--- src/rtl/renkon_pool_window3.sv ---
// renkon_pool_window3: turns a row-major pixel stream into packed stride-1 3x3 windows.
module renkon_pool_window3 #(
  parameter int DWIDTH  = 16,
  parameter int MAXSIZE = 32,
  parameter int SIZEW   = $clog2(MAXSIZE + 1)
) (
  input  logic                clk,
  input  logic                rst,
  input  logic                start,
  input  logic [SIZEW-1:0]    img_size,
  input  logic                pixel_en,
  input  logic [DWIDTH-1:0]   pixel_in,
  output logic                busy,
  output logic                win_valid,
  output logic                win_last,
  output logic [9*DWIDTH-1:0] win
);
  localparam int AW = MAXSIZE > 1 ? $clog2(MAXSIZE) : 1;
  localparam logic [SIZEW-1:0] ONE   = SIZEW'(1);
  localparam logic [SIZEW-1:0] TWO   = SIZEW'(2);
  localparam logic [SIZEW-1:0] THREE = SIZEW'(3);
  localparam logic [SIZEW-1:0] MAXN  = SIZEW'(MAXSIZE);
  typedef enum logic {IDLE, RUN} state_t;
  state_t state_q, state_d;
  logic [SIZEW-1:0] n_q, n_d, row_q, row_d, col_q, col_d;
  logic [DWIDTH-1:0] sw_q [6];
  logic [DWIDTH-1:0] sw_d [6];
  logic [DWIDTH-1:0] col_px [3];
  logic [DWIDTH-1:0] lb1_mem [MAXSIZE];
  logic [DWIDTH-1:0] lb2_mem [MAXSIZE];
  logic [9*DWIDTH-1:0] win_q, win_d;
  logic win_valid_q, win_valid_d, win_last_q, win_last_d;
  logic acc, col_end, last_px, size_ok;
  logic [AW-1:0] ci;
  assign ci      = col_q[AW-1:0];
  assign acc     = state_q == RUN && pixel_en;
  assign col_end = col_q == n_q - ONE;
  assign last_px = col_end && row_q == n_q - ONE;
  assign size_ok = img_size >= THREE && img_size <= MAXN;
  assign busy      = state_q == RUN;
  assign win_valid = win_valid_q;
  assign win_last  = win_last_q;
  assign win       = win_q;
  // sw_q holds the two most recent columns per window row; the incoming column completes the window
  always_comb begin
    state_d     = state_q;
    n_d         = n_q;
    row_d       = row_q;
    col_d       = col_q;
    sw_d        = sw_q;
    win_d       = win_q;
    col_px[0]   = lb2_mem[ci];
    col_px[1]   = lb1_mem[ci];
    col_px[2]   = pixel_in;
    win_valid_d = acc && row_q >= TWO && col_q >= TWO;
    win_last_d  = win_valid_d && last_px;
    if (state_q == IDLE && start && size_ok) begin
      state_d = RUN;
      n_d     = img_size;
      row_d   = '0;
      col_d   = '0;
    end
    if (acc) begin
      col_d   = col_end ? '0 : col_q + ONE;
      row_d   = col_end ? row_q + ONE : row_q;
      state_d = last_px ? IDLE : RUN;
    end
    for (int r = 0; r < 3; r++) begin
      if (acc) begin
        sw_d[2*r]   = sw_q[2*r+1];
        sw_d[2*r+1] = col_px[r];
      end
      if (win_valid_d) begin
        win_d[(3*r)*DWIDTH +: DWIDTH]   = sw_q[2*r];
        win_d[(3*r+1)*DWIDTH +: DWIDTH] = sw_q[2*r+1];
        win_d[(3*r+2)*DWIDTH +: DWIDTH] = col_px[r];
      end
    end
  end
  always_ff @(posedge clk or posedge rst) begin
    if (rst) begin
      state_q     <= IDLE;
      n_q         <= '0;
      row_q       <= '0;
      col_q       <= '0;
      sw_q        <= '{default: '0};
      win_q       <= '0;
      win_valid_q <= 1'b0;
      win_last_q  <= 1'b0;
    end else begin
      state_q     <= state_d;
      n_q         <= n_d;
      row_q       <= row_d;
      col_q       <= col_d;
      sw_q        <= sw_d;
      win_q       <= win_d;
      win_valid_q <= win_valid_d;
      win_last_q  <= win_last_d;
    end
  end
  // line buffers: lb1 holds the previous row, lb2 the row before it
  always_ff @(posedge clk) begin
    if (acc) begin
      lb2_mem[ci] <= lb1_mem[ci];
      lb1_mem[ci] <= pixel_in;
    end
  end
endmodule

--- config.mk ---
export PLATFORM = sky130hd
export DESIGN_NAME = renkon_pool_window3
export DESIGN_NICKNAME = d
export VERILOG_FILES = /design/src/rtl/renkon_pool_window3.sv
export SDC_FILE = /design/constraint.sdc
export NUM_CORES = 1
export LEC_CHECK = 0
export CAP_MARGIN = 20
export CORE_MARGIN = 8
export CORE_UTILIZATION = 48
export CTS_BUF_LIST = sky130_fd_sc_hd__clkbuf_16
export DETAILED_ROUTE_END_ITERATION = 10
export PLACE_DENSITY = 0.65
export SYNTH_ARGS = -nofsm -noshare
export SYNTH_HDL_FRONTEND = slang
export SYNTH_SLANG_ARGS = --single-unit
--- constraint.sdc ---
create_clock -name clk -period 10 [get_ports clk]
set_input_delay 2 -clock clk [delete_from_list [all_inputs] [get_ports clk]]
set_output_delay 2 -clock clk [all_outputs]
set_load 0.1 [all_outputs]
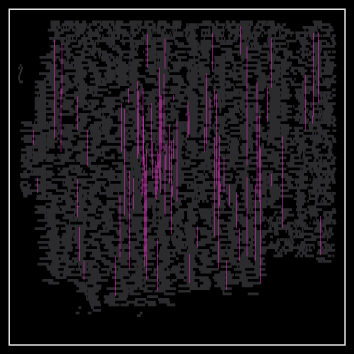
**Above:** M4 wires.
Scale: 1 px per um.
main direction = vertical
wire length on this layer = 4360 um

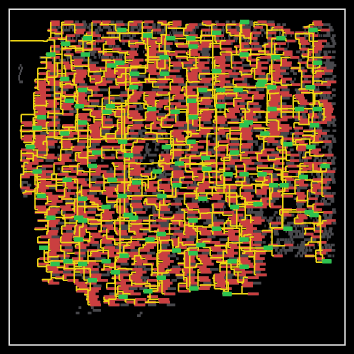
**Above:** routed clock nets over the placement.
Scale: 1 px per um.
clock drivers -> green  # count 120
flip-flops -> red  # count 1285
clock wires -> yellow  # length 13500 um
flops lie = spread over the die
routed clock nets = 121

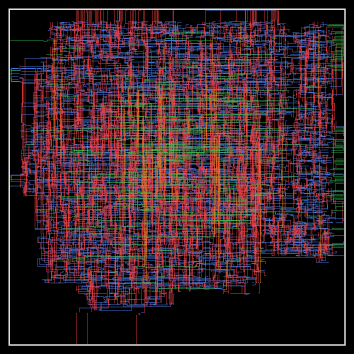
**Above:** metal layers overlaid.
Scale: 1 px per um.
metal 3 -> green  # wire length 10600 um
metal 2 -> red  # wire length 56.9 mm
metal 4 -> orange  # wire length 4360 um
metal 1 -> blue  # wire length 48.9 mm

==> flow_summary_export.csv <==
group,metric,value,unit
logic_synthesis,synth_top_cell_by_count,"edfxtp_1",
drt,wl_met1,48.9,mm
pwr,comb_power_share,37.5,%
logic_synthesis,ys.flops,1285,
sta,period_used_share,48.3,%
cts,clk_path_buf_depth,3,
setup_path,endpoint,"sw_q[32]",
setup_path,reg2regPathDepth,6,
pwr,top_power_group,"sequential cells",
pwr,pwr.group.combinational,7250,uW
grt,grt.busiest_layer,"met2",
grt,grt_use_met1,30.3,%
floorplan,dieWidth,334,um
logic_synthesis,ys_sh_mux,15.3,%
sta,worst_slack,5.17,ns
grt,grt_first_pass_wirelength,175,mm
finish,final_area,55900,sq um
sta,hold_viol_final,0,
logic_synthesis,top_cells_by_count,"1024 x edfxtp_1, 261 x dfrtp_1, 256 x mux4_2",
cts,cts.repair.resized,0,
sta,rsz0062_at_grt,"no",
logic_synthesis,synthAdderAreaFrac,0.180,%
setup_path,r2r_start,"col_q[0]",
placed_design,pre_cts_slack,4.61,ns
grt,gr-usage-met2,33.5,%
finish,final_util,55.7,%
grt,gr-total-overflow,0,
drt,wl,121,mm
sta,hold_ws,0.469,ns
setup_path,worstSetupPathType,"flop to flop",
drt,met3_wirelength,10.6,mm
logic_synthesis,avgSynthCellArea,20.2,sq um
logic_synthesis,top_area_share,63.2,%
logic_synthesis,simple_gate_area_share,3.22,%
sta,max_slew.worst_pin.slew,1.21,ns
setup_path,cp.buffers_inverters,2,
outcome,status,"finished, final reports clean",
pwr,p_per_area,346,nW/um^2
logic_synthesis,synth_area,48600,sq um
logic_synthesis,fp_nets,2439,
sta,finalSetupTns,0,ns
worst_hold_path,hold_depth,2,
pwr,power_leakage,0.0190,uW
setup_path,crit_slowest_cell,"nand4_1",
cts,htreeDepth,3,
cts,numCtsBuffers,120,
drt,drt_iter0_drc,2826,
logic_synthesis,ys_cells,2406,
floorplan,die_area,112000,sq um
pwr,peakVddDrop,304,uV
placed_design,place.gp.congestion,0.830,
logic_synthesis,synthDistinctLibCells,50,
logic_synthesis,synthTopCellsByArea,"edfxtp_1 63%, dfrtp_1 13%, mux4_2 12%, mux2_2 3.4%, nand2_1 1.9%",
drt,drt-pass1-iter-count,5,
setup_path,crit_required,10.57,ns
cts,postCtsSetupRepairBufs,0,
logic_synthesis,ys_area,48600,sq um
finish,num-nonclk-buffers,219,
pwr,sequentialPowerShare,40.1,%
pwr,p_int,11700,uW
setup_path,worst_path_largest_cell_delay,1.00,ns
finish,fin_cells,4076,
cts,clkSinkCount,1285,
finish,clock_area_share,6.74,%
setup_path,cp_max_fo,78,
pwr,finalPower,19300,uW
floorplan,die_h,334,um
drt,route.met2.wl,56.9,mm
drt,ant_nets,0,
finish,comb_share,19.6,%
grt,grt_max_degree,147,
setup_path,cp-end-kind,"flop",
Power figures rest on the tool's default switching activity, not on a simulated workload.
